<file path="src/rtl/move_repeater.sv">
// -----------------------------------------------------------------------------
// move_repeater
//   Converts the debounced levels of four direction buttons into a stream of
//   move commands. A new press issues one command immediately. Holding the
//   button issues a first auto-repeat after a hold delay, then further repeats
//   at a fixed rate. Commands are queued in a small first-word-fall-through
//   FIFO and offered to the consumer over a valid/ready handshake.
//
// Ports
//   clk         in   system clock, rising edge
//   reset_n     in   asynchronous active-low reset, synchronous release
//   btn_level   in   [3:0] debounced levels: 0=up 1=down 2=left 3=right
//   cmd_valid   out  FIFO non-empty, cmd_dir holds the head entry
//   cmd_dir     out  [1:0] head direction
//   cmd_ready   in   consumer takes the head when cmd_valid & cmd_ready
//   fifo_count  out  number of buffered commands
//   drop_tick   out  pulse for the cycle a command is lost to a full FIFO
// -----------------------------------------------------------------------------
module move_repeater #(
    parameter int unsigned HOLD_CYCLES   = 25_000_000,
    parameter int unsigned REPEAT_CYCLES = 10_000_000,
    parameter int unsigned CNT_W         = 25,
    parameter int unsigned FIFO_DEPTH    = 4
) (
    input  logic                          clk,
    input  logic                          reset_n,
    input  logic [3:0]                    btn_level,
    output logic                          cmd_valid,
    output logic [1:0]                    cmd_dir,
    input  logic                          cmd_ready,
    output logic [$clog2(FIFO_DEPTH):0]   fifo_count,
    output logic                          drop_tick
);

    localparam int unsigned PTR_W = $clog2(FIFO_DEPTH);
    localparam int unsigned CNT_FW = PTR_W + 1;
    // One spare bit so the full period (not period-1) can always be loaded.
    localparam int unsigned TMR_W = CNT_W + 1;

    // The timer is loaded with the full period: together with the cycle spent
    // issuing the event this yields a spacing of period+1 between commands.
    localparam logic [TMR_W-1:0] HOLD_LOAD   = TMR_W'(HOLD_CYCLES);
    localparam logic [TMR_W-1:0] REPEAT_LOAD = TMR_W'(REPEAT_CYCLES);
    localparam logic [CNT_FW-1:0] FULL_CNT   = CNT_FW'(FIFO_DEPTH);

    localparam logic [1:0] StIdle   = 2'd0;
    localparam logic [1:0] StHold   = 2'd1;
    localparam logic [1:0] StRepeat = 2'd2;

    // ------------------------------------------------------------------
    // Edge detect and press arbitration
    // ------------------------------------------------------------------
    logic [3:0] prev_q, prev_d;
    logic [3:0] rise;
    logic [1:0] win_dir;

    always_comb begin
        prev_d = btn_level;
        rise   = btn_level & ~prev_q;
        // Lowest index wins when several buttons rise together.
        if (rise[0]) begin
            win_dir = 2'd0;
        end else if (rise[1]) begin
            win_dir = 2'd1;
        end else if (rise[2]) begin
            win_dir = 2'd2;
        end else begin
            win_dir = 2'd3;
        end
    end

    // ------------------------------------------------------------------
    // Hold / repeat FSM
    // ------------------------------------------------------------------
    logic [1:0]       state_q, state_d;
    logic [1:0]       trk_q, trk_d;
    logic [TMR_W-1:0] timer_q, timer_d;
    logic             ev_vld_q, ev_vld_d;
    logic [1:0]       ev_dir_q, ev_dir_d;

    always_comb begin
        state_d  = state_q;
        trk_d    = trk_q;
        timer_d  = timer_q;
        ev_vld_d = 1'b0;
        ev_dir_d = ev_dir_q;

        if (rise != 4'b0000) begin
            // A new press always preempts, including a re-press of trk.
            trk_d    = win_dir;
            ev_vld_d = 1'b1;
            ev_dir_d = win_dir;
            timer_d  = HOLD_LOAD;
            state_d  = StHold;
        end else if (state_q != StIdle) begin
            if (!btn_level[trk_q]) begin
                state_d = StIdle;
            end else if (timer_q == '0) begin
                ev_vld_d = 1'b1;
                ev_dir_d = trk_q;
                timer_d  = REPEAT_LOAD;
                state_d  = StRepeat;
            end else begin
                timer_d = timer_q - TMR_W'(1);
            end
        end
    end

    // ------------------------------------------------------------------
    // Command FIFO (first-word-fall-through)
    // ------------------------------------------------------------------
    logic [1:0]        mem_q [FIFO_DEPTH];
    logic [1:0]        mem_d [FIFO_DEPTH];
    logic [PTR_W-1:0]  wr_ptr_q, wr_ptr_d;
    logic [PTR_W-1:0]  rd_ptr_q, rd_ptr_d;
    logic [CNT_FW-1:0] count_q, count_d;
    logic              rd_en, wr_en, full;

    always_comb begin
        full      = (count_q == FULL_CNT);
        cmd_valid = (count_q != '0);
        rd_en     = cmd_valid & cmd_ready;
        // A simultaneous read frees the slot the write needs.
        wr_en     = ev_vld_q & (~full | rd_en);
        drop_tick = ev_vld_q & full & ~rd_en;

        mem_d = mem_q;
        if (wr_en) begin
            mem_d[wr_ptr_q] = ev_dir_q;
        end

        wr_ptr_d = wr_en ? wr_ptr_q + PTR_W'(1) : wr_ptr_q;
        rd_ptr_d = rd_en ? rd_ptr_q + PTR_W'(1) : rd_ptr_q;

        count_d = count_q;
        if (wr_en && !rd_en) begin
            count_d = count_q + CNT_FW'(1);
        end else if (rd_en && !wr_en) begin
            count_d = count_q - CNT_FW'(1);
        end

        cmd_dir    = mem_q[rd_ptr_q];
        fifo_count = count_q;
    end

    // ------------------------------------------------------------------
    // State registers
    // ------------------------------------------------------------------
    always_ff @(posedge clk or negedge reset_n) begin
        if (!reset_n) begin
            // Held-through-reset buttons must be released before they fire.
            prev_q   <= 4'b1111;
            state_q  <= StIdle;
            trk_q    <= 2'd0;
            timer_q  <= '0;
            ev_vld_q <= 1'b0;
            ev_dir_q <= 2'd0;
            wr_ptr_q <= '0;
            rd_ptr_q <= '0;
            count_q  <= '0;
            for (int i = 0; i < int'(FIFO_DEPTH); i++) begin
                mem_q[i] <= 2'd0;
            end
        end else begin
            prev_q   <= prev_d;
            state_q  <= state_d;
            trk_q    <= trk_d;
            timer_q  <= timer_d;
            ev_vld_q <= ev_vld_d;
            ev_dir_q <= ev_dir_d;
            wr_ptr_q <= wr_ptr_d;
            rd_ptr_q <= rd_ptr_d;
            count_q  <= count_d;
            mem_q    <= mem_d;
        end
    end

endmodule
</file>
<file path="config.mk">
export PLATFORM = sky130hd
export DESIGN_NAME = move_repeater
export DESIGN_NICKNAME = d
export VERILOG_FILES = /design/src/rtl/move_repeater.sv
export SDC_FILE = /design/constraint.sdc
export NUM_CORES = 1
export LEC_CHECK = 0
export ABC_CLOCK_PERIOD_IN_PS = 4400
export CAP_MARGIN = 20
export CORE_MARGIN = 3
export CORE_UTILIZATION = 40
export CTS_CLUSTER_SIZE = 8
export DETAILED_ROUTE_END_ITERATION = 10
export GPL_ROUTABILITY_DRIVEN = 1
export MAX_ROUTING_LAYER = met4
export PLACE_DENSITY_LB_ADDON = 0.05
export REMOVE_ABC_BUFFERS = 1
export SLEW_MARGIN = 25
export SYNTH_ARGS = -nofsm -noshare
export SYNTH_HDL_FRONTEND = slang
export SYNTH_SLANG_ARGS = --single-unit
</file>
<file path="constraint.sdc">
create_clock -name clk -period 4.4 [get_ports clk]
set_clock_uncertainty 0.05 [all_clocks]
set_input_delay 0.66 -clock clk [delete_from_list [all_inputs] [get_ports clk]]
set_output_delay 0.66 -clock clk [all_outputs]
set_load 0.01 [all_outputs]
</file>
==> results.txt, run 1 <==
Reports from this run.

- The cell type that accounts for the most area after synthesis is sky130_fd_sc_hd__dfrtp_1.
- The area taken by sequential standard cells is reported as 1310 um^2.
- The minimum setup slack among reg-to-reg paths is 1.81 ns.
- The maximum fanout count along the critical path reads 3.
- The startpoint identified for the worst register-to-register timing path is timer_q[0].
- Hold timing on the final database bottoms out at a slack of around 0.4 ns.
- The root buffer cell reads sky130_fd_sc_hd__clkbuf_8.
- After detailed placement, the total cell area comes to about 2800 um^2.
- The maximum number of buffers from clock root to sink is 2.
- After routing the design area is approximately 2900 um^2.
- The registers reported with the highest flop counts are timer_q: 26 flops, mem_q: 8 flops, prev_q: 4 flops.
- The number of antenna violations at the first check in global routing reads 0.
- The worst endpoint required time is 3.69 ns.
- The cell-mix breakdown from Yosys lists the adder-cell area share as 0.0362.
- The number of flops mapped to enable cells by yosys is 0.
- Per the detail_route log, met2 wirelength is between 2000 and 2500 um.
- The setup violation total in the final timing report is 0.
- The internal power of the cells totals around 0.9 mW.
- The critical path class reads primary input to output port.
- The count of cells along the worst register-to-register path is 7.
- The flip-flop cell with the highest count after synthesis reads sky130_fd_sc_hd__dfrtp_1.
- The final worst-path cycle share is 0.646.
- The async set-reset flop share out of synthesis is 1.00.
- The synth_stat.txt file lists the number of cells as about 240.
- The count of inverters other than clock inverters in the layout reads 8.
- The wire length on met1 is roughly 2600 um.
- The run finished with clean final reports.
- The net switching power figure reads approximately 0.44 mW.
- Total global-route track usage over all layers is 0.161.
- The number of design-rule violations left by the first detailed-router iteration is ~77.
- The group drawing the most power is sequential cells.
- The number of warnings reported in the stage logs is 28.
- TritonCTS built the clock tree.
- The final wirelength reads just over 5000 um.
- Of the combinational cells, the family taking the most area is simple AND/OR/NAND/NOR gates.
- Combinational power for this build is between 0.4 and 0.5 mW.
- The leakage dissipation is 1.11 nW.
- RePlAce ended its routability-driven mode at a weighted congestion of roughly 0.77.
- The chip area line of the yosys report is 2630 um^2.
- The cell with the most instances on the worst path reads sky130_fd_sc_hd__clkdlybuf4s50_1.
- The fraction of cell area in sequential cells is reported as 0.449.
- Of the post-synthesis cell area, the part taken by muxes is 0.0766.
- The average cell area after synthesis is 10.9 um^2.
- The antenna diode instance count is 0.
- The post-synthesis sequential area ratio reads 0.497.
### Pin placement, run 1

Pins as bars across the die edge, other pins in gray.
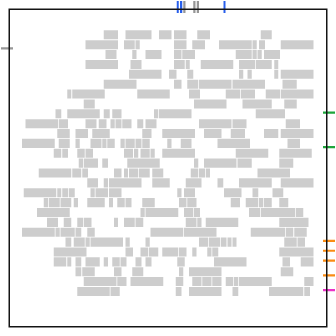
| color | port | pins | direction | edge |
|---|---|---|---|---|
| green | cmd_dir | 2 | output | right |
| orange | btn_level | 4 | input | right |
| blue | fifo_count | 3 | output | top |
| magenta | reset_n | 1 | input | right |
all pins by edge: 7 right, 6 top, 1 left

### Signal wires by layer, run 1

Bar = 20 um.
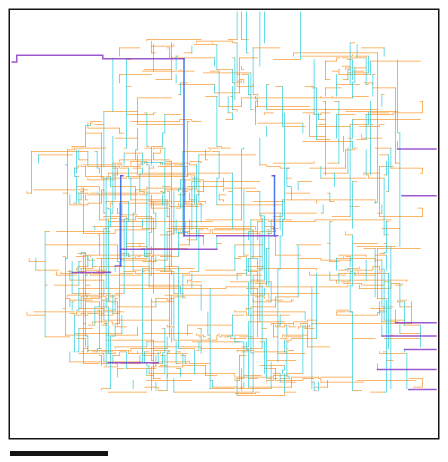
| color | layer | wire length |
|---|---|---|
| orange | M1 | 2630 um |
| purple | M3 | 150 um |
| blue | M4 | 66.6 um |
| cyan | M2 | 2260 um |

### Clock wires, drivers and flops, run 1

Bar = 20 um.
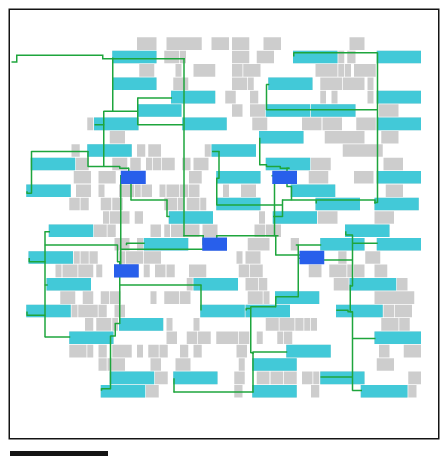
[cyan] flip-flops | count: 52
[green] clock wires | length: 664 um
[blue] clock-net drivers | count: 5
routed clock nets: 6
flops lie: spread over the die
clock latency on the worst-skew pair: 0.31 ns
clock network power share: 0.205
P_clk: 0.280 mW

==> run 2, diff against run 1 <==
ABC_CLOCK_PERIOD_IN_PS = 2600   (was 4400)
clock period = 2.6 ns   (was 4.4 ns; I/O delays follow)
### Clock wires, drivers and flops, run 2

Bar = 20 um.
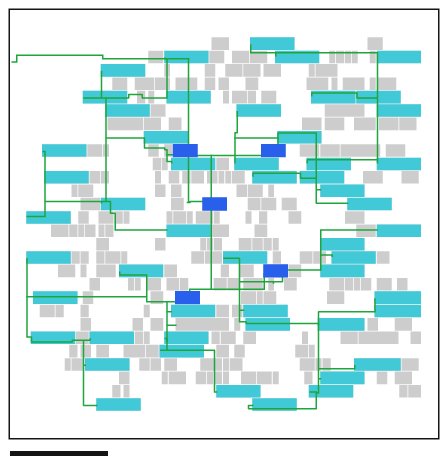
[blue] clock-net drivers | count: 5
[green] clock wires | length: 678 um
[cyan] flip-flops | count: 52
routed clock nets: 6
flops lie: spread over the die

### Signal wires by layer, run 2

Bar = 20 um.
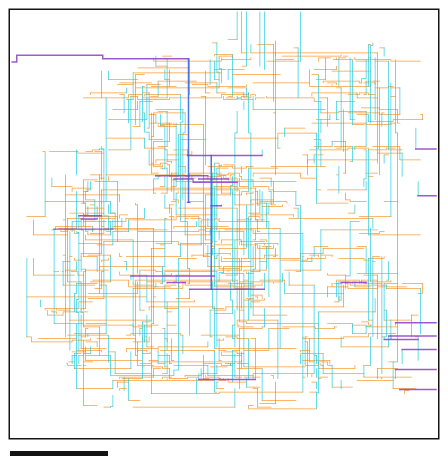
| color | layer | wire length |
|---|---|---|
| orange | M1 | 2870 um |
| purple | M3 | 213 um |
| blue | M4 | 56.4 um |
| cyan | M2 | 2530 um |
total wire length after detailed routing: 5670 um
global-route total usage across every layer: 0.168

### Register map, names as in the netlist, run 2

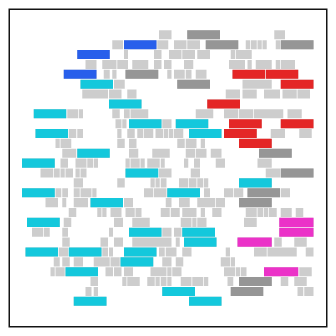
| color | netlist name | flops |
|---|---|---|
| red | mem_q | 8 |
| blue | fifo_count | 3 |
| cyan | timer_q | 26 |
| magenta | prev_q | 4 |
final core utilization: 0.495
power in sequential cells: 1.10 mW
combined flip-flop and latch cell area: 1310 um^2
flip-flop and latch share of the layout cell area: 0.430

==> results.txt, run 2 <==
Reports from this run.

- The run finished with clean final reports.
- The maximum fanout count along the critical path reads 10.
- Internal power comes to 1.70 mW.
- The cell type contributing the most total cell area after synthesis reads sky130_fd_sc_hd__dfrtp_1.
- The count of inverters other than clock inverters in the layout is 8.
- The minimum setup slack among reg-to-reg paths is roughly 0.3 ns.
- The average cell area after synthesis is between 10 and 15 um^2.
- OpenROAD emitted warnings numbering 28.
- The data required time reported for the critical path is ~2.8 ns.
- The launch point of the worst reg-to-reg path is timer_q[0].
- The yosys cell count reads 242.
- The proportion of power drawn by the clock network reads 0.227.
- The final weighted congestion of routability-driven global placement is around 0.77.
- The final worst-path cycle share reads 0.888.
- The total length of routed met2 wires is ~2500 um.
- The analysis attributes to net switching a power of between 0.7 and 0.8 mW.
- Summed over the clock group, the power is around 0.56 mW.
- The worst hold margin reads 0.152 ns.
- Detailed placement reports a standard cell area of around 3000 um^2.
- The largest non-sequential cell family by area is simple AND/OR/NAND/NOR gates.
- The number of antenna violations at the first check in global routing reads 0.
- In this run, the synthesized area fraction spent on adder and majority cells is recorded as 0.0362.
- The worst-skew pair later-pin latency reads roughly 0.3 ns.
- In the power breakdown, the biggest contributor is sequential cells.
- The report puts the cell count of the worst reg-to-reg path at 8.
- The cell area after layout is between 3000 and 4000 um^2.
No activity file was given, so power comes from the tool's default toggle rates.
